$ cat config.mk
export PLATFORM = sky130hd
export DESIGN_NAME = multdiv_sequencer
export DESIGN_NICKNAME = d
export VERILOG_FILES = /design/src/rtl/multdiv_pkg.sv /design/src/rtl/multdiv_div_step.sv /design/src/rtl/multdiv_sequencer.sv
export SDC_FILE = /design/constraint.sdc
export NUM_CORES = 1
export LEC_CHECK = 0
export ABC_AREA = 1
export CAP_MARGIN = 15
export CORE_MARGIN = 3
export CORE_UTILIZATION = 35
export DETAILED_ROUTE_END_ITERATION = 7
export GPL_TIMING_DRIVEN = 0
export SYNTH_ARGS = -nofsm -noshare
export SYNTH_HDL_FRONTEND = slang
export SYNTH_SLANG_ARGS = --single-unit
$ cat constraint.sdc
create_clock -name clk -period 10.1 [get_ports clk]
set_clock_uncertainty 0.1 [all_clocks]
set_input_delay 2.525 -clock clk [delete_from_list [all_inputs] [get_ports clk]]
set_output_delay 2.525 -clock clk [all_outputs]
set_load 0.05 [all_outputs]
$ cat src/rtl/multdiv_pkg.sv
// Shared definitions for the multiply/divide sequencer.
// Holds the sequencer state encoding, the opcode values and the default sizes.
package multdiv_pkg;

  localparam int unsigned MD_WIDTH = 32;
  localparam int unsigned MD_ITER  = 32;

  localparam logic OP_MULT = 1'b0;
  localparam logic OP_DIV  = 1'b1;

  typedef enum logic [1:0] {
    StIdle,
    StRun,
    StFix,
    StDone
  } md_state_e;

endpackage

$ cat src/rtl/multdiv_div_step.sv
// One restoring-division step, purely combinational.
// Shifts {rem, quo} left by one and trial-subtracts the divisor; on a borrow the shifted
// remainder is kept, otherwise the difference is kept and a quotient bit is set.
// Ports:
//   rem, quo, divisor : current partial remainder, quotient/dividend shift register, divisor
//   rem_next, quo_next: values after the step
// Operands are magnitudes, so rem < divisor <= 2^(WIDTH-1) and the shifted remainder
// always fits in WIDTH bits; bit WIDTH of the difference is therefore a clean borrow.
module multdiv_div_step
  import multdiv_pkg::*;
#(
  parameter int unsigned WIDTH = MD_WIDTH
) (
  input  logic [WIDTH-1:0] rem,
  input  logic [WIDTH-1:0] quo,
  input  logic [WIDTH-1:0] divisor,
  output logic [WIDTH-1:0] rem_next,
  output logic [WIDTH-1:0] quo_next
);

  logic [WIDTH:0] rem_sh;
  logic [WIDTH:0] diff;

  always_comb begin
    rem_sh = {rem, quo[WIDTH-1]};
    diff   = rem_sh - {1'b0, divisor};
    if (diff[WIDTH]) begin
      rem_next = rem_sh[WIDTH-1:0];
      quo_next = {quo[WIDTH-2:0], 1'b0};
    end else begin
      rem_next = diff[WIDTH-1:0];
      quo_next = {quo[WIDTH-2:0], 1'b1};
    end
  end

endmodule

$ cat src/rtl/multdiv_sequencer.sv
// Iterative signed multiply (radix-2 Booth) / signed restoring divide feeding HI/LO.
// Ports:
//   clk, reset       : clock, asynchronous active-high reset
//   start, op, a, b  : one-cycle request (op 0 = mult, 1 = div), sampled only when idle
//   busy             : high whenever not idle
//   done, div_zero   : one-cycle completion pulse, divide-by-zero flag alongside it
//   hi, lo           : mult -> product high/low; div -> remainder/quotient
// Optional feature: define MULTDIV_FAST_MULT_EN to compute mult with a single registered
// signed multiply (IDLE -> FIX, two cycles in FIX) instead of the Booth iterations.
module multdiv_sequencer
  import multdiv_pkg::*;
#(
  parameter int unsigned WIDTH = MD_WIDTH
) (
  input  logic             clk,
  input  logic             reset,
  input  logic             start,
  input  logic             op,
  input  logic [WIDTH-1:0] a,
  input  logic [WIDTH-1:0] b,
  output logic             busy,
  output logic             done,
  output logic             div_zero,
  output logic [WIDTH-1:0] hi,
  output logic [WIDTH-1:0] lo
);

`ifdef MULTDIV_FAST_MULT_EN
  localparam bit FastMult = 1'b1;
`else
  localparam bit FastMult = 1'b0;
`endif

  localparam logic [5:0] LastIter = 6'(WIDTH - 1);

  md_state_e        state_q, state_d;
  logic [5:0]       cnt_q;
  logic             op_q;
  logic             a_neg_q, b_neg_q;
  logic             dz_q;
  // acc_q: Booth accumulator / division remainder.
  // mq_q : Booth multiplier / division dividend-then-quotient.
  // m_q  : multiplicand / divisor magnitude.
  logic [WIDTH-1:0] acc_q, mq_q, m_q;
  logic             q_m1_q;
  logic [WIDTH-1:0] hi_q, lo_q;

  logic             start_div_zero;
  logic             fix_wait;
  logic [WIDTH:0]   booth_sum;
  logic [WIDTH-1:0] div_rem, div_quo;
  logic [WIDTH-1:0] fix_hi, fix_lo;

  assign start_div_zero = (op == OP_DIV) && (b == '0);
  // Fast mult enters FIX with cnt_q == 0: first FIX cycle loads the product.
  assign fix_wait = FastMult && (op_q == OP_MULT) && (cnt_q == '0);

  // State register
  always_ff @(posedge clk or posedge reset) begin
    if (reset) state_q <= StIdle;
    else       state_q <= state_d;
  end

  // Next state
  always_comb begin
    state_d = state_q;
    unique case (state_q)
      StIdle: begin
        if (start) begin
          if (start_div_zero)                  state_d = StDone;
          else if (FastMult && op == OP_MULT)  state_d = StFix;
          else                                 state_d = StRun;
        end
      end
      StRun:   if (cnt_q == LastIter) state_d = StFix;
      StFix:   if (!fix_wait) state_d = StDone;
      StDone:  state_d = StIdle;
      default: state_d = StIdle;
    endcase
  end

  // Booth step: add/subtract multiplicand per {q0, q-1}; a WIDTH+1 bit sum absorbs the
  // overflow of subtracting the most negative multiplicand before the arithmetic shift.
  always_comb begin
    booth_sum = {acc_q[WIDTH-1], acc_q};
    case ({mq_q[0], q_m1_q})
      2'b01:   booth_sum = {acc_q[WIDTH-1], acc_q} + {m_q[WIDTH-1], m_q};
      2'b10:   booth_sum = {acc_q[WIDTH-1], acc_q} - {m_q[WIDTH-1], m_q};
      default: booth_sum = {acc_q[WIDTH-1], acc_q};
    endcase
  end

  multdiv_div_step #(
    .WIDTH(WIDTH)
  ) u_div_step (
    .rem     (acc_q),
    .quo     (mq_q),
    .divisor (m_q),
    .rem_next(div_rem),
    .quo_next(div_quo)
  );

  // Sign fix-up: quotient negative when signs differ, remainder follows the dividend.
  always_comb begin
    fix_hi = acc_q;
    fix_lo = mq_q;
    if (op_q == OP_DIV) begin
      if (a_neg_q ^ b_neg_q) fix_lo = -mq_q;
      if (a_neg_q)           fix_hi = -acc_q;
    end
  end

  // Datapath
  always_ff @(posedge clk or posedge reset) begin
    if (reset) begin
      cnt_q   <= '0;
      op_q    <= OP_MULT;
      a_neg_q <= 1'b0;
      b_neg_q <= 1'b0;
      dz_q    <= 1'b0;
      acc_q   <= '0;
      mq_q    <= '0;
      m_q     <= '0;
      q_m1_q  <= 1'b0;
      hi_q    <= '0;
      lo_q    <= '0;
    end else begin
      unique case (state_q)
        StIdle: begin
          if (start) begin
            op_q    <= op;
            cnt_q   <= '0;
            acc_q   <= '0;
            q_m1_q  <= 1'b0;
            dz_q    <= start_div_zero;
            a_neg_q <= (op == OP_DIV) && a[WIDTH-1];
            b_neg_q <= (op == OP_DIV) && b[WIDTH-1];
            if (op == OP_DIV) begin
              // Magnitudes; the most negative value maps to 2^(WIDTH-1) unsigned.
              mq_q <= a[WIDTH-1] ? -a : a;
              m_q  <= b[WIDTH-1] ? -b : b;
            end else begin
              mq_q <= b;
              m_q  <= a;
            end
          end
        end
        StRun: begin
          cnt_q <= cnt_q + 6'd1;
          if (op_q == OP_MULT) begin
            acc_q  <= booth_sum[WIDTH:1];
            mq_q   <= {booth_sum[0], mq_q[WIDTH-1:1]};
            q_m1_q <= mq_q[0];
          end else begin
            acc_q <= div_rem;
            mq_q  <= div_quo;
          end
        end
        StFix: begin
          if (fix_wait) begin
`ifdef MULTDIV_FAST_MULT_EN
            {acc_q, mq_q} <= $signed(m_q) * $signed(mq_q);
            cnt_q         <= 6'd1;
`endif
          end else begin
            hi_q <= fix_hi;
            lo_q <= fix_lo;
          end
        end
        StDone: ;
        default: ;
      endcase
    end
  end

  assign busy     = (state_q != StIdle);
  assign done     = (state_q == StDone);
  assign div_zero = (state_q == StDone) && dz_q;
  assign hi       = hi_q;
  assign lo       = lo_q;

endmodule

### Placed standard cells, run 1

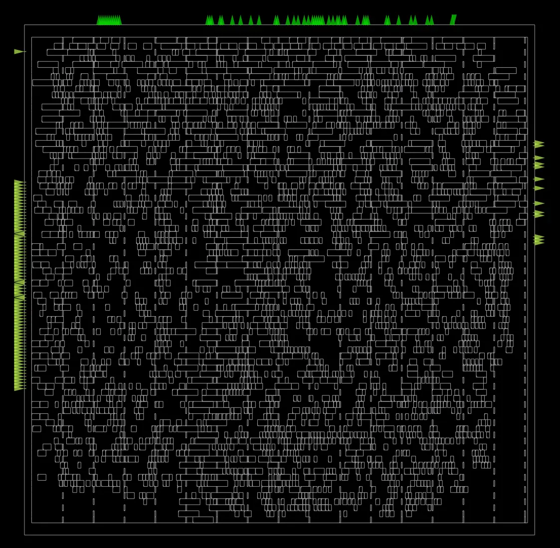
Finished Core Util: 0.4154
tap cells: 656
placement row count: 80

### Routed metal per tile, run 1

The die is cut into 23 by 23 equal tiles; black is low, pale yellow is high, scaled to the fullest tile. Values are wire area over tile area, all layers added.
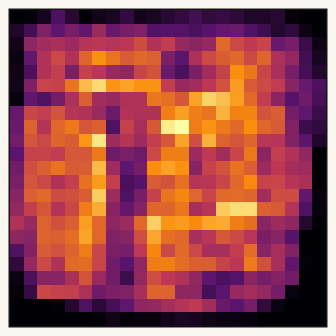
emptiest ninth of the die	south-east
fullest tile	0.61
mean over tiles	0.26
nearly empty tiles	8.3%
tiles over half the peak	42%
wire length after detailed routing: 82470 µm
routed length per placed instance: 22.31 µm
routed via count: 20137
total routing usage reported by global routing: 0.3096

==> results.json, run 1 <==
{
  "post-place-ws_ps": 4622,
  "area_leader_netlist": "sky130_fd_sc_hd__dfrtp_1",
  "cts_tree": "yes",
  "synthCells": 2876,
  "report.final.slew_viol_count": 0,
  "yosys_area_mm2": 0.01734,
  "warning_count": 33,
  "grt_antenna_before_repair": 0,
  "placed_cell_area_mm2": 0.01951,
  "syn-cell-area_mm2": 0.01734,
  "clock_path_buffers": 2,
  "clk_pin_slew_ps": 70,
  "cts_inserted_buffers": 17,
  "die.size.x_um": 228.6,
  "category_of_the_worst_setup_path_launch_point": "primary input",
  "ys.flop_type": "sky130_fd_sc_hd__dfrtp_1",
  "min_period_over_period": 0.5070,
  "critical_path_required_ps": 10340,
  "synthesis.area_per_instance_um2": 6.029,
  "via_count_of_the_first_global_routing_pass": 19123,
  "critPathSlowestCell": "sky130_fd_sc_hd__nor3_1",
  "placeableCoreArea_mm2": 0.04835,
  "post_synth_num_cell_types": 51,
  "syn-num-nets": 3023,
  "timing.hold.worst.class": "reg -> reg",
  "design_area_mm2": 0.02008,
  "async_reset_ff_frac": 1.000,
  "cts.sinks": 173,
  "min_clock_period_post_route_ps": 5121,
  "slowest_delay_ps": 810,
  "mostFrequentLayoutCells": "sky130_fd_sc_hd__nand2_1 (834), sky130_fd_sc_hd__inv_1 (371), sky130_fd_sc_hd__nor2_1 (308), sky130_fd_sc_hd__a21oi_1 (242), sky130_fd_sc_hd__nand3_1 (196)",
  "tightest_slew_ps": 901.8,
  "ys_cells": 2876,
  "detail_route.first_pass.iterations": 6,
  "postCtsHoldBufs": 0,
  "portBuffers": 131,
  "die_h_um": 228.6,
  "cpMostUsedCell": "sky130_fd_sc_hd__nand3_1",
  "final_layout_top_logic_cell": "sky130_fd_sc_hd__nand2_1",
  "ctsRootBufferMaster": "sky130_fd_sc_hd__clkbuf_16",
  "ys_warn_count": 0,
  "synth.top_cell.area_share": 0.2497,
  "cp-end-kind": "flip-flop",
  "fin_tns_setup_ps": 0,
  "worstPathMaxFanout": 6,
  "finalHoldViolations": 0,
  "worst_slew_margin_rel": 0.3942,
  "antenna_cells_inserted": 0,
  "drv.max_cap_violation_count": 0,
  "grt_start_max_net_pins": 129,
  "area_enclosed_by_the_die_boundary_mm2": 0.05225,
  "num-fill-cells": 5335,
  "whs_ps": 381.9,
  "count_of_boundary_i_o_pins": 135,
  "setup_ws_ps": 4979,
  "drive_gt1_frac": 0.03026,
  "gpl.final_weighted_congestion": 1.014,
  "crit_arrival_ps": 5370,
  "cp_num_buf_inv": 1,
  "placed_cells": 3664,
  "stdcell_count": 3696,
  "cts.repair.resized": 0,
  "outcome": "finished, final reports clean",
  "max_freq_mhz": 195.3,
  "gr-total-overflow": 0,
  "initial_core_util": 0.3587,
  "layout.nets": 3174,
  "cts-htree-levels": 4,
  "drt.antenna.violating_nets": 0,
  "postCtsSetupBuffers": 0,
  "cp_cell_sequence": "clkdlybuf4s50_1 > nor3_1 > nand3_1 > nor2_1 > nand3_1 > nand3_1 > nand2_1 > o21ai_0 > o21ai_0",
  "setup_repair_after_global_routing_missed_its_margin": "no",
  "crit_type": "in -> reg",
  "numSynthFlops": 173,
  "first_iter_violations": 1969
}
### Clock distribution, run 1

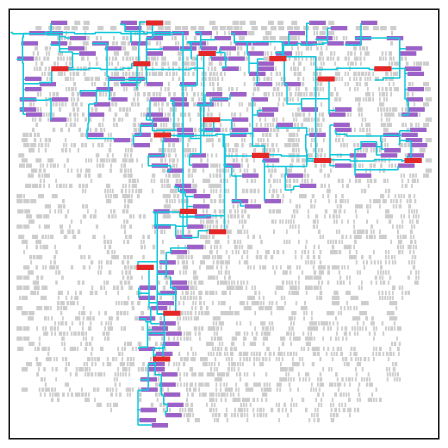
[red] clock drivers | count: 17
[purple] flip-flops | count: 173
[cyan] clock wires | length: 2740 µm
routed clock nets	18
flops lie	spread over the die
clock insertion delay at the later pin of the skew report: 490 ps

run 1: Yosys cell counts, types with 2 or more instances:
library cell,n
sky130_fd_sc_hd__nand4_1,35
sky130_fd_sc_hd__inv_2,5
sky130_fd_sc_hd__o22ai_1,7
sky130_fd_sc_hd__nor2_1,308
sky130_fd_sc_hd__a21oi_1,242
sky130_fd_sc_hd__nor3_2,3
sky130_fd_sc_hd__ha_1,77
sky130_fd_sc_hd__and2_1,3
sky130_fd_sc_hd__buf_1,10
sky130_fd_sc_hd__xnor2_1,26
sky130_fd_sc_hd__buf_2,9
sky130_fd_sc_hd__xor2_1,81
sky130_fd_sc_hd__a31oi_1,34
sky130_fd_sc_hd__nand2_4,4
sky130_fd_sc_hd__o21bai_1,13
sky130_fd_sc_hd__nand3_1,196
sky130_fd_sc_hd__o21ai_2,2
sky130_fd_sc_hd__a21o_1,3
sky130_fd_sc_hd__clkbuf_1,85
sky130_fd_sc_hd__o221ai_1,18
sky130_fd_sc_hd__o31ai_1,4
sky130_fd_sc_hd__nor2_2,6
sky130_fd_sc_hd__nor4_1,12
sky130_fd_sc_hd__o21ai_1,14
sky130_fd_sc_hd__a22oi_1,2
sky130_fd_sc_hd__nor3b_1,2
sky130_fd_sc_hd__dfrtp_1,173
sky130_fd_sc_hd__inv_1,372
sky130_fd_sc_hd__nor3_1,31
sky130_fd_sc_hd__or2_2,8
sky130_fd_sc_hd__nand2_2,9
sky130_fd_sc_hd__o211ai_1,14
sky130_fd_sc_hd__nand2_1,834
sky130_fd_sc_hd__fa_1,2
sky130_fd_sc_hd__o21ai_0,193
sky130_fd_sc_hd__nand3b_1,18
sky130_fd_sc_hd__buf_6,6
sky130_fd_sc_hd__and3_1,2
run 1: routing by layer:
metal	share of wire	global-route usage
met2	0.46	0.5028
met5	0	0
met1	0.44	0.4092
met3	0.056	0.03938
met4	0.052	0.1462
run 1: worst paths after layout:
check | startpoint | endpoint | slack, ps | cells past startpoint
max | b[2] | m_q[27] | 4980 | 9
min | hi[12] | hi[12] | 380 | 2
max reg2reg | m_q[1] | acc_q[31] | 5770 | 24
min reg2reg | hi[12] | hi[12] | 380 | 2
max in group asynchronous | reset | m_q[9] | 6490 | 3
min in group asynchronous | reset | hi[21] | 2330 | 2
run 1: logic make-up after synthesis:
logic type | count (synthesis) | share of synthesized area
simple gates | 1475 | 0.3550
compound gates | 553 | 0.1739
buf+inv | 488 | 0.1089
flops | 173 | 0.2497
xor+xnor | 107 | 0.05404
fa+ha+maj | 79 | 0.05787
mux | 1 | 0.0006494
run 1: cell type report:
| cell class | count | area (µm²) | area share |
|---|---|---|---|
| Buffer | 110 | 469.2 | 0.02336 |
| Clock buffer | 17 | 425.4 | 0.02118 |
| Clock inverter | 15 | 148.9 | 0.007414 |
| Inverter | 378 | 1426 | 0.07103 |
| Multi-Input combinational cell | 2215 | 11120 | 0.5539 |
| Sequential cell | 173 | 4329 | 0.2156 |
| Tap cell | 656 | 820.8 | 0.04087 |
| Timing Repair Buffer | 132 | 1339 | 0.06667 |
==> run 2, diff against run 1 <==
==> constraint.sdc (replaced) <==
create_clock -name clk -period 5.17 [get_ports clk]
set_clock_uncertainty 0.1 [all_clocks]
set_input_delay 1.2925 -clock clk [delete_from_list [all_inputs] [get_ports clk]]
set_output_delay 1.2925 -clock clk [all_outputs]
set_load 0.05 [all_outputs]
### Routed metal per tile, run 2

The die is cut into 23 by 23 equal tiles; black is low, pale yellow is high, scaled to the fullest tile. Values are wire area over tile area, all layers added.
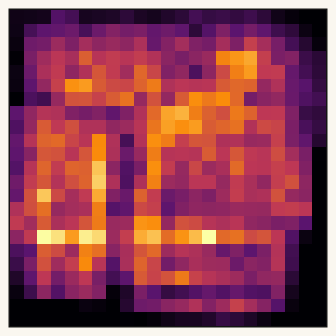
tiles over half the peak	30%
nearly empty tiles	8.9%
fullest tile	0.67
routed length per placed instance: 22.22 µm
total routing usage reported by global routing: 0.3069

### Clock distribution, run 2

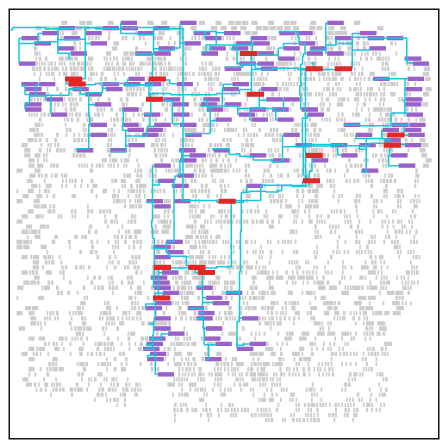
[cyan] clock wires | length: 2550 µm
[purple] flip-flops | count: 173
[red] clock drivers | count: 17
flops lie	spread over the die
routed clock nets	18
clock insertion delay at the later pin of the skew report: 460 ps

==> run 2 against run 1 <==
Die size unchanged. Worst setup slack lost 4100 ps. Core utilization rose by 0.083 points. Critical path depth is 15 higher. Sequential share of layout area hardly changed. Wire length shrank 0.36%. Highest routed layer unchanged. Synthesized cell count unchanged. Flip-flop count is the same.
==> results.json, run 2 <==
{
  "critical_path_required_ps": 5420,
  "area_leader_netlist": "sky130_fd_sc_hd__dfrtp_1",
  "drv.max_cap_violation_count": 0,
  "cts.sinks": 173,
  "die.size.x_um": 228.6,
  "ys_cells": 2876,
  "finalHoldViolations": 0,
  "ctsRootBufferMaster": "sky130_fd_sc_hd__clkbuf_16",
  "cts_inserted_buffers": 17,
  "outcome": "finished, final reports clean",
  "post_synth_most_frequent_cells": "sky130_fd_sc_hd__nand2_1 (834), sky130_fd_sc_hd__inv_1 (372), sky130_fd_sc_hd__nor2_1 (308)",
  "initial_core_util": 0.3587,
  "min_clock_period_post_route_ps": 4275,
  "hold_path_depth": 2,
  "warning_count": 31,
  "min_period_over_period": 0.8269,
  "gr-total-overflow": 0,
  "drt.antenna.violating_nets": 0,
  "async_reset_ff_frac": 1.000,
  "postCtsHoldBufs": 0,
  "routed-via-count": 20252,
  "via_count_of_the_first_global_routing_pass": 19113,
  "cts-htree-levels": 4,
  "category_of_the_worst_setup_path_launch_point": "flip-flop",
  "areaGrowthSynthToFinish_pct": 16.04,
  "synthesis.area_per_instance_um2": 6.029,
  "mostFrequentLayoutCells": "sky130_fd_sc_hd__nand2_1 (834), sky130_fd_sc_hd__inv_1 (371), sky130_fd_sc_hd__nor2_1 (308), sky130_fd_sc_hd__a21oi_1 (242), sky130_fd_sc_hd__nand3_1 (196)",
  "crit-reg2reg-capture": "acc_q[31]",
  "post_synth_num_cell_types": 51,
  "ys.flop_type": "sky130_fd_sc_hd__dfrtp_1",
  "layout.nets": 3177,
  "timing.hold.worst.class": "reg -> reg",
  "postCtsSetupBuffers": 0,
  "drive_gt1_frac": 0.03090,
  "worst_hold_startpoint": "hi[16]",
  "cts_tree": "yes",
  "r2r_slack_ps": 890,
  "die_h_um": 228.6,
  "drt-total-wl_um": 82170,
  "cp-end-kind": "flip-flop",
  "synth.most_common_cell": "sky130_fd_sc_hd__nand2_1",
  "report.final.slew_viol_count": 0,
  "count_of_boundary_i_o_pins": 135,
  "portBuffers": 131,
  "synthCells": 2876,
  "detail_route.first_pass.iterations": 6,
  "end_point_of_the_most_critical_hold_path": "hi[16]",
  "setup_repair_after_global_routing_missed_its_margin": "no",
  "crit_arrival_ps": 4520,
  "design_area_mm2": 0.02012,
  "worstPathMaxFanout": 6,
  "fin_tns_setup_ps": 0,
  "row_count": 80,
  "crit_type": "reg -> reg",
  "grt_antenna_before_repair": 0,
  "regToRegStartpoint": "m_q[1]",
  "cts.repair.resized": 0,
  "final_layout_top_logic_cell": "sky130_fd_sc_hd__nand2_1",
  "clock_path_buffers": 2,
  "yosys_area_mm2": 0.01734,
  "max_freq_mhz": 233.9,
  "timing.reg2reg.worst_path_depth": 24,
  "area_enclosed_by_the_die_boundary_mm2": 0.05225,
  "placeableCoreArea_mm2": 0.04835,
  "syn-cell-area_mm2": 0.01734,
  "gpl.final_weighted_congestion": 1.030,
  "clk_pin_slew_ps": 70,
  "placed_cell_area_mm2": 0.01956
}
### Logic cells by family, run 2

Scale bar: 50 µm.
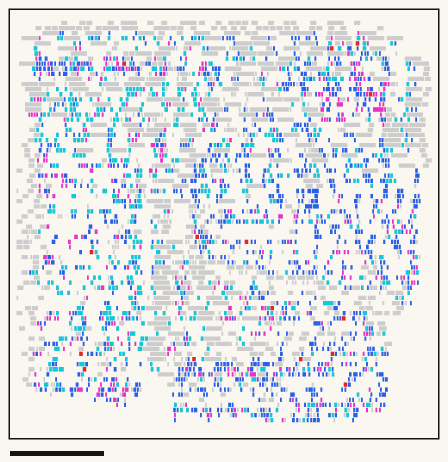
color	family	cells	most used	where
cyan	inverting AOI/OAI gates	549	a21oi_1	spread over the die
magenta	NOR gates	363	nor2_1	spread over the die
red	AND and OR gates	15	or2_2	spread over the die
blue	NAND gates	1097	nand2_1	spread over the die
Comb area share: 0.5528
post-layout instance count excluding filler cells: 3698

## run 2: cell types whose count changed in the layout (fill, tap and decap cells not counted), sizes merged
cell	before	now
clkinvlp	2	3
inv	386	382
buf	26	29
clkinv	4	6
## run 2: worst max-delay path by stage
| stage | from | endpoint | slack, ps | cells past startpoint |
|---|---|---|---|---|
| 2_1_floorplan | reset | a_neg_q | 1570 | 1 |
| 3_3_place_gp | reset | m_q[21] | 50 | 2 |
| 4_1_cts | m_q[1] | acc_q[31] | 1010 | 24 |
| 5_1_grt | m_q[1] | acc_q[31] | 560 | 24 |
| 3_5_place_dp | m_q[1] | acc_q[31] | 1030 | 24 |
| 6_report | m_q[1] | acc_q[31] | 890 | 24 |
## run 2: final cells by class
type	instances	area [µm²]
Inverter	378	1423
Sequential cell	173	4329
Clock inverter	14	132.6
Tap cell	656	820.8
Fill cell	5278	28220
Buffer	110	469.2
Multi-Input combinational cell	2215	11120
Timing Repair Buffer	135	1399
Clock buffer	17	425.4
## run 2: per-stage QoR
stage | std cells | worst slack (ps) | utilization | hold slack (ps)
floorplan | 2876 | 1567 | - | 353.4
global placement | 3663 | 47.64 | 0.4028 | 370.4
detailed placement | 3667 | 1030 | 0.4047 | 372.6
CTS | 3698 | 1010 | 0.4162 | 388.3
global route | 3698 | 555.8 | 0.4162 | 412.2
finish | 3698 | 894.9 | 0.4162 | 380.2
## run 2: worst max-delay path, stage by stage, from the launching register on
cell and delay [ps]:
sky130_fd_sc_hd__dfrtp_1 380, sky130_fd_sc_hd__inv_1 200, sky130_fd_sc_hd__nand4_1 190, sky130_fd_sc_hd__nor2_1 310, sky130_fd_sc_hd__nand3_1 170, sky130_fd_sc_hd__nor2_1 150
sky130_fd_sc_hd__inv_1 70, sky130_fd_sc_hd__nor2_1 130, sky130_fd_sc_hd__nand2_1 80, sky130_fd_sc_hd__nand2_1 160, sky130_fd_sc_hd__o21ai_0 130, sky130_fd_sc_hd__xor2_1 350
sky130_fd_sc_hd__inv_1 100, sky130_fd_sc_hd__ha_1 410, sky130_fd_sc_hd__nand2_1 120, sky130_fd_sc_hd__nor2_1 210, sky130_fd_sc_hd__nand2_1 100, sky130_fd_sc_hd__nor2_1 90
sky130_fd_sc_hd__nand2_1 60, sky130_fd_sc_hd__nand2_1 180, sky130_fd_sc_hd__nand3_1 110, sky130_fd_sc_hd__nand3_1 140, sky130_fd_sc_hd__nand2_1 70, sky130_fd_sc_hd__nand3_1 100
sky130_fd_sc_hd__nand2_1 50
## run 2: per-layer routing
| layer | vias to the layer above | GRT usage | share of wire |
|---|---|---|---|
| met5 | - | 0 | 0 |
| met4 | 0 | 0.1208 | 0.042 |
| met3 | 144 | 0.04549 | 0.066 |
| met2 | 946 | 0.5055 | 0.46 |
| met1 | 9535 | 0.4054 | 0.43 |
| li1 | 9627 | - | - |
## run 2: cells by family (layout without fill, tap and decap cells)
family	count (synthesis)	in the layout	share of synthesized area
mux	1	1	0.0006494
buf+inv	488	654	0.1089
compound gates	553	553	0.1739
flops	173	173	0.2497
xor+xnor	107	107	0.05404
simple gates	1475	1475	0.3550
fa+ha+maj	79	79	0.05787
